`src/rtl/router_pkg.sv`:
```
`default_nettype none
// ============================================================================
// Module      : router_pkg
// Description : Shared types and constants for the router packet transmitter.
// Revision    : 1.0 - initial release
// ============================================================================
package router_pkg;

    localparam int ADDR_W = 2;
    localparam int LEN_W  = 6;
    localparam int DATA_W = 8;

    // Header layout: length in the upper bits, destination in the lower bits.
    localparam int c_hdr_addr_lsb = 0;
    localparam int c_hdr_len_lsb  = ADDR_W;

    localparam logic [ADDR_W-1:0] c_addr_illegal = ADDR_W'(3);

    typedef enum logic [2:0] {
        IDLE    = 3'd0,
        HEADER  = 3'd1,
        PAYLOAD = 3'd2,
        PARITY  = 3'd3,
        CHECK   = 3'd4
    } tx_state_e;

    function automatic logic [DATA_W-1:0] make_header(
        input logic [LEN_W-1:0]  len,
        input logic [ADDR_W-1:0] addr
    );
        logic [DATA_W-1:0] hdr;
        hdr = '0;
        hdr[c_hdr_len_lsb +: LEN_W]   = len;
        hdr[c_hdr_addr_lsb +: ADDR_W] = addr;
        return hdr;
    endfunction

endpackage
`default_nettype wire

```
`src/rtl/router_tx_buf.sv`:
```
`default_nettype none
// ============================================================================
// Module      : router_tx_buf
// Description : Payload store, one synchronous write port, one async read port.
// Revision    : 1.0 - initial release
// ============================================================================
module router_tx_buf
    import router_pkg::*;
#(
    parameter int DEPTH = 63,
    parameter int AW    = 6
) (
    input  logic              clk,
    input  logic              i_we,
    input  logic [AW-1:0]     i_waddr,
    input  logic [DATA_W-1:0] i_wdata,
    input  logic [AW-1:0]     i_raddr,
    output logic [DATA_W-1:0] o_rdata
);

    logic [DATA_W-1:0] r_mem [DEPTH];
    logic              w_rd_in_range;

    always_ff @(posedge clk) begin
        if (i_we) begin
            r_mem[i_waddr] <= i_wdata;
        end
    end

    // Look-ahead reads can run one past the last entry; return zero there.
    assign w_rd_in_range = (32'(i_raddr) < 32'(DEPTH));
    assign o_rdata       = w_rd_in_range ? r_mem[i_raddr] : '0;

endmodule
`default_nettype wire

```
`src/rtl/router_pkt_tx.sv`:
```
`default_nettype none
// ============================================================================
// Module      : router_pkt_tx
// Description : Buffers a payload and sends header/payload/parity to a router.
// Revision    : 1.0 - initial release
// ============================================================================
module router_pkt_tx
    import router_pkg::*;
#(
    parameter int MAX_LEN  = 63,
    parameter int CHK_WAIT = 2
) (
    input  logic              clock,
    input  logic              resetn,
    input  logic              ld_en,
    input  logic [DATA_W-1:0] ld_data,
    input  logic              start,
    input  logic [ADDR_W-1:0] dest_addr,
    input  logic              busy,
    input  logic              err,
    output logic              pkt_valid,
    output logic [DATA_W-1:0] tx_data,
    output logic              tx_active,
    output logic [6:0]        ld_count,
    output logic              done,
    output logic              reject,
    output logic              pkt_err
);

    localparam int          c_buf_aw   = (MAX_LEN > 1) ? $clog2(MAX_LEN) : 1;
    localparam logic [6:0]  c_max_len  = 7'(MAX_LEN);
    localparam logic [7:0]  c_chk_last = (CHK_WAIT > 1) ? 8'(CHK_WAIT - 1) : 8'd0;

    tx_state_e          r_state;
    logic [LEN_W-1:0]   r_idx;
    logic [6:0]         r_ld_count;
    logic [ADDR_W-1:0]  r_dest;
    logic [DATA_W-1:0]  r_parity;
    logic [DATA_W-1:0]  r_tx_data;
    logic               r_pkt_valid;
    logic               r_done;
    logic               r_reject;
    logic               r_pkt_err;
    logic [7:0]         r_wait_cnt;

    logic               w_we;
    logic               w_last;
    logic [LEN_W-1:0]   w_rd_idx;
    logic [DATA_W-1:0]  w_rd_data;

    // A start in the same cycle as ld_en takes priority and drops the load.
    assign w_we     = (r_state == IDLE) && ld_en && !start && (r_ld_count < c_max_len);
    assign w_last   = ({1'b0, r_idx} == (r_ld_count - 7'd1));
    // Outputs are registered, so the buffer is read one byte ahead.
    assign w_rd_idx = (r_state == HEADER) ? '0 : r_idx + 1'b1;

    router_tx_buf #(
        .DEPTH (MAX_LEN),
        .AW    (c_buf_aw)
    ) u_buf (
        .clk     (clock),
        .i_we    (w_we),
        .i_waddr (r_ld_count[c_buf_aw-1:0]),
        .i_wdata (ld_data),
        .i_raddr (w_rd_idx[c_buf_aw-1:0]),
        .o_rdata (w_rd_data)
    );

    always_ff @(posedge clock or negedge resetn) begin
        if (!resetn) begin
            r_state     <= IDLE;
            r_idx       <= '0;
            r_ld_count  <= '0;
            r_dest      <= '0;
            r_parity    <= '0;
            r_tx_data   <= '0;
            r_pkt_valid <= 1'b0;
            r_done      <= 1'b0;
            r_reject    <= 1'b0;
            r_pkt_err   <= 1'b0;
            r_wait_cnt  <= '0;
        end else begin
            r_done   <= 1'b0;
            r_reject <= 1'b0;
            case (r_state)
                IDLE: begin
                    if (start) begin
                        if ((r_ld_count == 7'd0) || (dest_addr == c_addr_illegal)) begin
                            r_reject <= 1'b1;
                        end else begin
                            r_state     <= HEADER;
                            r_dest      <= dest_addr;
                            r_pkt_err   <= 1'b0;
                            r_parity    <= '0;
                            r_idx       <= '0;
                            r_pkt_valid <= 1'b1;
                            r_tx_data   <= make_header(r_ld_count[LEN_W-1:0], dest_addr);
                        end
                    end else if (w_we) begin
                        r_ld_count <= r_ld_count + 7'd1;
                    end
                end
                HEADER: begin
                    if (!busy) begin
                        r_parity  <= make_header(r_ld_count[LEN_W-1:0], r_dest);
                        r_state   <= PAYLOAD;
                        r_idx     <= '0;
                        r_tx_data <= w_rd_data;
                    end
                end
                PAYLOAD: begin
                    if (!busy) begin
                        r_parity <= r_parity ^ r_tx_data;
                        if (w_last) begin
                            r_state     <= PARITY;
                            r_pkt_valid <= 1'b0;
                            r_tx_data   <= r_parity ^ r_tx_data;
                        end else begin
                            r_idx     <= r_idx + 1'b1;
                            r_tx_data <= w_rd_data;
                        end
                    end
                end
                PARITY: begin
                    if (!busy) begin
                        r_state    <= CHECK;
                        r_tx_data  <= '0;
                        r_wait_cnt <= '0;
                    end
                end
                CHECK: begin
                    if (r_wait_cnt == c_chk_last) begin
                        r_pkt_err  <= err;
                        r_done     <= 1'b1;
                        r_ld_count <= '0;
                        r_state    <= IDLE;
                    end else begin
                        r_wait_cnt <= r_wait_cnt + 8'd1;
                    end
                end
                default: begin
                    r_state     <= IDLE;
                    r_pkt_valid <= 1'b0;
                    r_tx_data   <= '0;
                end
            endcase
        end
    end

    assign pkt_valid = r_pkt_valid;
    assign tx_data   = r_tx_data;
    assign tx_active = (r_state != IDLE);
    assign ld_count  = r_ld_count;
    assign done      = r_done;
    assign reject    = r_reject;
    assign pkt_err   = r_pkt_err;

endmodule
`default_nettype wire

```
`config.mk`:
```
export PLATFORM = sky130hd
export DESIGN_NAME = router_pkt_tx
export DESIGN_NICKNAME = d
export VERILOG_FILES = /design/src/rtl/router_pkg.sv /design/src/rtl/router_tx_buf.sv /design/src/rtl/router_pkt_tx.sv
export SDC_FILE = /design/constraint.sdc
export NUM_CORES = 1
export LEC_CHECK = 0
export CAP_MARGIN = 20
export CORE_ASPECT_RATIO = 0.9
export CORE_MARGIN = 1
export CORE_UTILIZATION = 60
export CTS_BUF_LIST = sky130_fd_sc_hd__clkbuf_2
export DETAILED_ROUTE_END_ITERATION = 6
export PLACE_DENSITY = 0.88
export RECOVER_POWER = 25
export SLEW_MARGIN = 5
export SYNTH_ARGS = -nofsm -noshare
export SYNTH_HDL_FRONTEND = slang
export SYNTH_HIERARCHICAL = 1
export SYNTH_SLANG_ARGS = --single-unit
```
`constraint.sdc`:
```
create_clock -name clock -period 3.6 [get_ports clock]
set_input_delay 0.36 -clock clock [delete_from_list [all_inputs] [get_ports clock]]
set_output_delay 0.36 -clock clock [all_outputs]
set_load 0.01 [all_outputs]
```
Wire density map:
The die is cut into 21 by 19 equal tiles; black is low, pale yellow is high, scaled to the fullest tile. Values are wire area over tile area, all layers added.
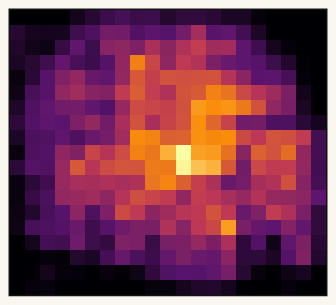
- fullest tile: 0.77
- emptiest ninth of the die: lower left
- nearly empty tiles: 13%
- densest ninth of the die: centre

Logic cells by family:
The bar under the picture is 50 um long.
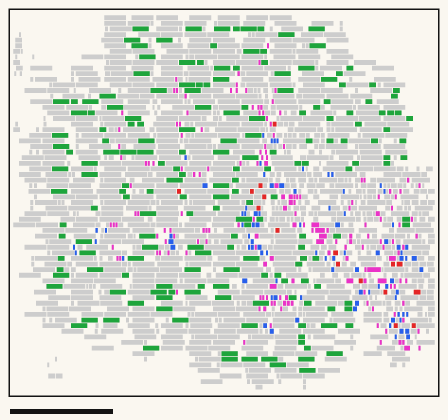
- red: AND and OR gates (cells 16)
- blue: NAND gates (cells 88)
- magenta: NOR gates (cells 167)
- green: multiplexers (cells 190; where spread over the die)

==> reports/qor.yml <==
finish:
  layout.area.top_class: "flip-flops and latches"
  final_core_area_utilization: 0.685
  sh_comb_area: 0.238
  syn2layout_area_growth_pct: 11.9
  numSequentialCells: 550
  fillers: 2377
  seqCellArea_mm2: 0.0163
  largest_reg_flops: 504
  register_name_with_the_most_flops: "u_buf/r_mem"
  n_clock_buffer: 194
  area_share_clock_buf_inv: 0.0473
  finish.cell_count_without_fillers: 2119
final_timing:
  min_period_ps: 3370
  clock.fmax_mhz: 296
  setup_violations: 0
  rsz_0062_raised_after_global_routing: "false"
  worst_slew_pin_slew_ps: 2520
  final.setup.tns_ps: 0
  finalMaxSlewViolations: 189
hold_path:
  min-delay-path-class: "input port to register"
  min_delay_path_depth: 2
logic_synthesis:
  synth_seq_share: 0.711
  synth_dominant_cell_count: "edfxtp_1"
  top_cells_by_area: "edfxtp_1 66%, mux4_2 8.8%, dfrtp_1 5.0%"
  synthDominantCellAreaShare: 0.661
  ys_sh_xor: 0.0114
  post_synth_edffs: 504
  muxShareOfSynthArea: 0.133
  largest_area_cell: "edfxtp_1"
  yosysChipArea_mm2: 0.0229
  synthesis.area_per_instance_um2: 17.2
  yosys_cells: 1331
  synth.distinct_cells: 72
  ys_ff: 550
  largest_family_of_logic_cells_by_area: "multiplexers"
  async_flop_share: 0.0836
  synthesis.area_mm2: 0.0229
  postSynthNetCount: 1353
job:
  cap_violations: 4
  warnings: 29
critical_path:
  critical_path.cell_chain: "nand2b_1, nor2_1, nor2_4, buf_12, buf_12, mux2i_1, o22ai_1, o41ai_1, o2bb2ai_1, a21oi_1, o22a_1, o31ai_2"
  critical-path-top-cell-by-count: "buf_12"
  crit_path_max_fanout: 23
  critical_path_required_ps: 4550
  timing.critical_path.slowest_stage_cell: "o41ai_1"
  endpoint_of_the_worst_register_to_register_path: "tx_data[3]$_DFFE_PN0P_"
  worst-r2r-cell-count: 12
  worstSetupPathType: "register to register"
  worst_r2r_startpoint: "r_state[0]$_DFFE_PN0P_"
  worstSetupEndpointType: "register"
  critical_path_buffer_and_inverter_count: 2
  worst_setup_path_endpoint: "tx_data[3]$_DFFE_PN0P_"
grt:
  grt_use_met3: 0.0876
  grt_first_pass_wirelength_um: 79900
  grt_util_all_layers: 0.277
  initial_antenna_violation_count: 2
  grt_start_max_net_pins: 64
  globalRoute.totalOverflow: 0
  grt.met1_usage: 0.381
  gr-max-usage-layer: "met2"
drt:
  met1Wirelength_um: 20200
  drc_errors: 0
  vias_per_inst: 6.50
  detail_route.first_pass.iterations: 6
  vias: 13775
  routed_wl_um: 52900
pwr:
  power.internal_mw: 11.9
  comb_power_share: 0.382
  leakagePower_nw: 8.96
  clockPowerShare: 0.220
  power_leader: "registers"
  clk-power_mw: 4.11
  p_total_mw: 18.7
  peakVddDrop_mv: 0.431
  power_density_mw_per_mm2: 728
clocking:
  cts.htree.levels: 4
  cts_tree: "built"
  clockRootBuffer: "clkbuf_2"
  cts_setup_buffers: 0
  clock_latency_late_sink_ps: 1070
  postCtsResizedCells: 0
die:
  floorplan.core_util: 0.613
  tap-cell-count: 483
  floorplan.rows: 67
  die-height_um: 187
  fp.coreArea_mm2: 0.0374
place:
  dpl.cell_count: 1875
  finalWeightedCongestion: 0.948
  port-buffer-count: 35
status:
  violated_checks: "capacitance limit, slew limit"
  run_status: "finished, violations left"
Power is estimated from default activity; no workload was simulated.
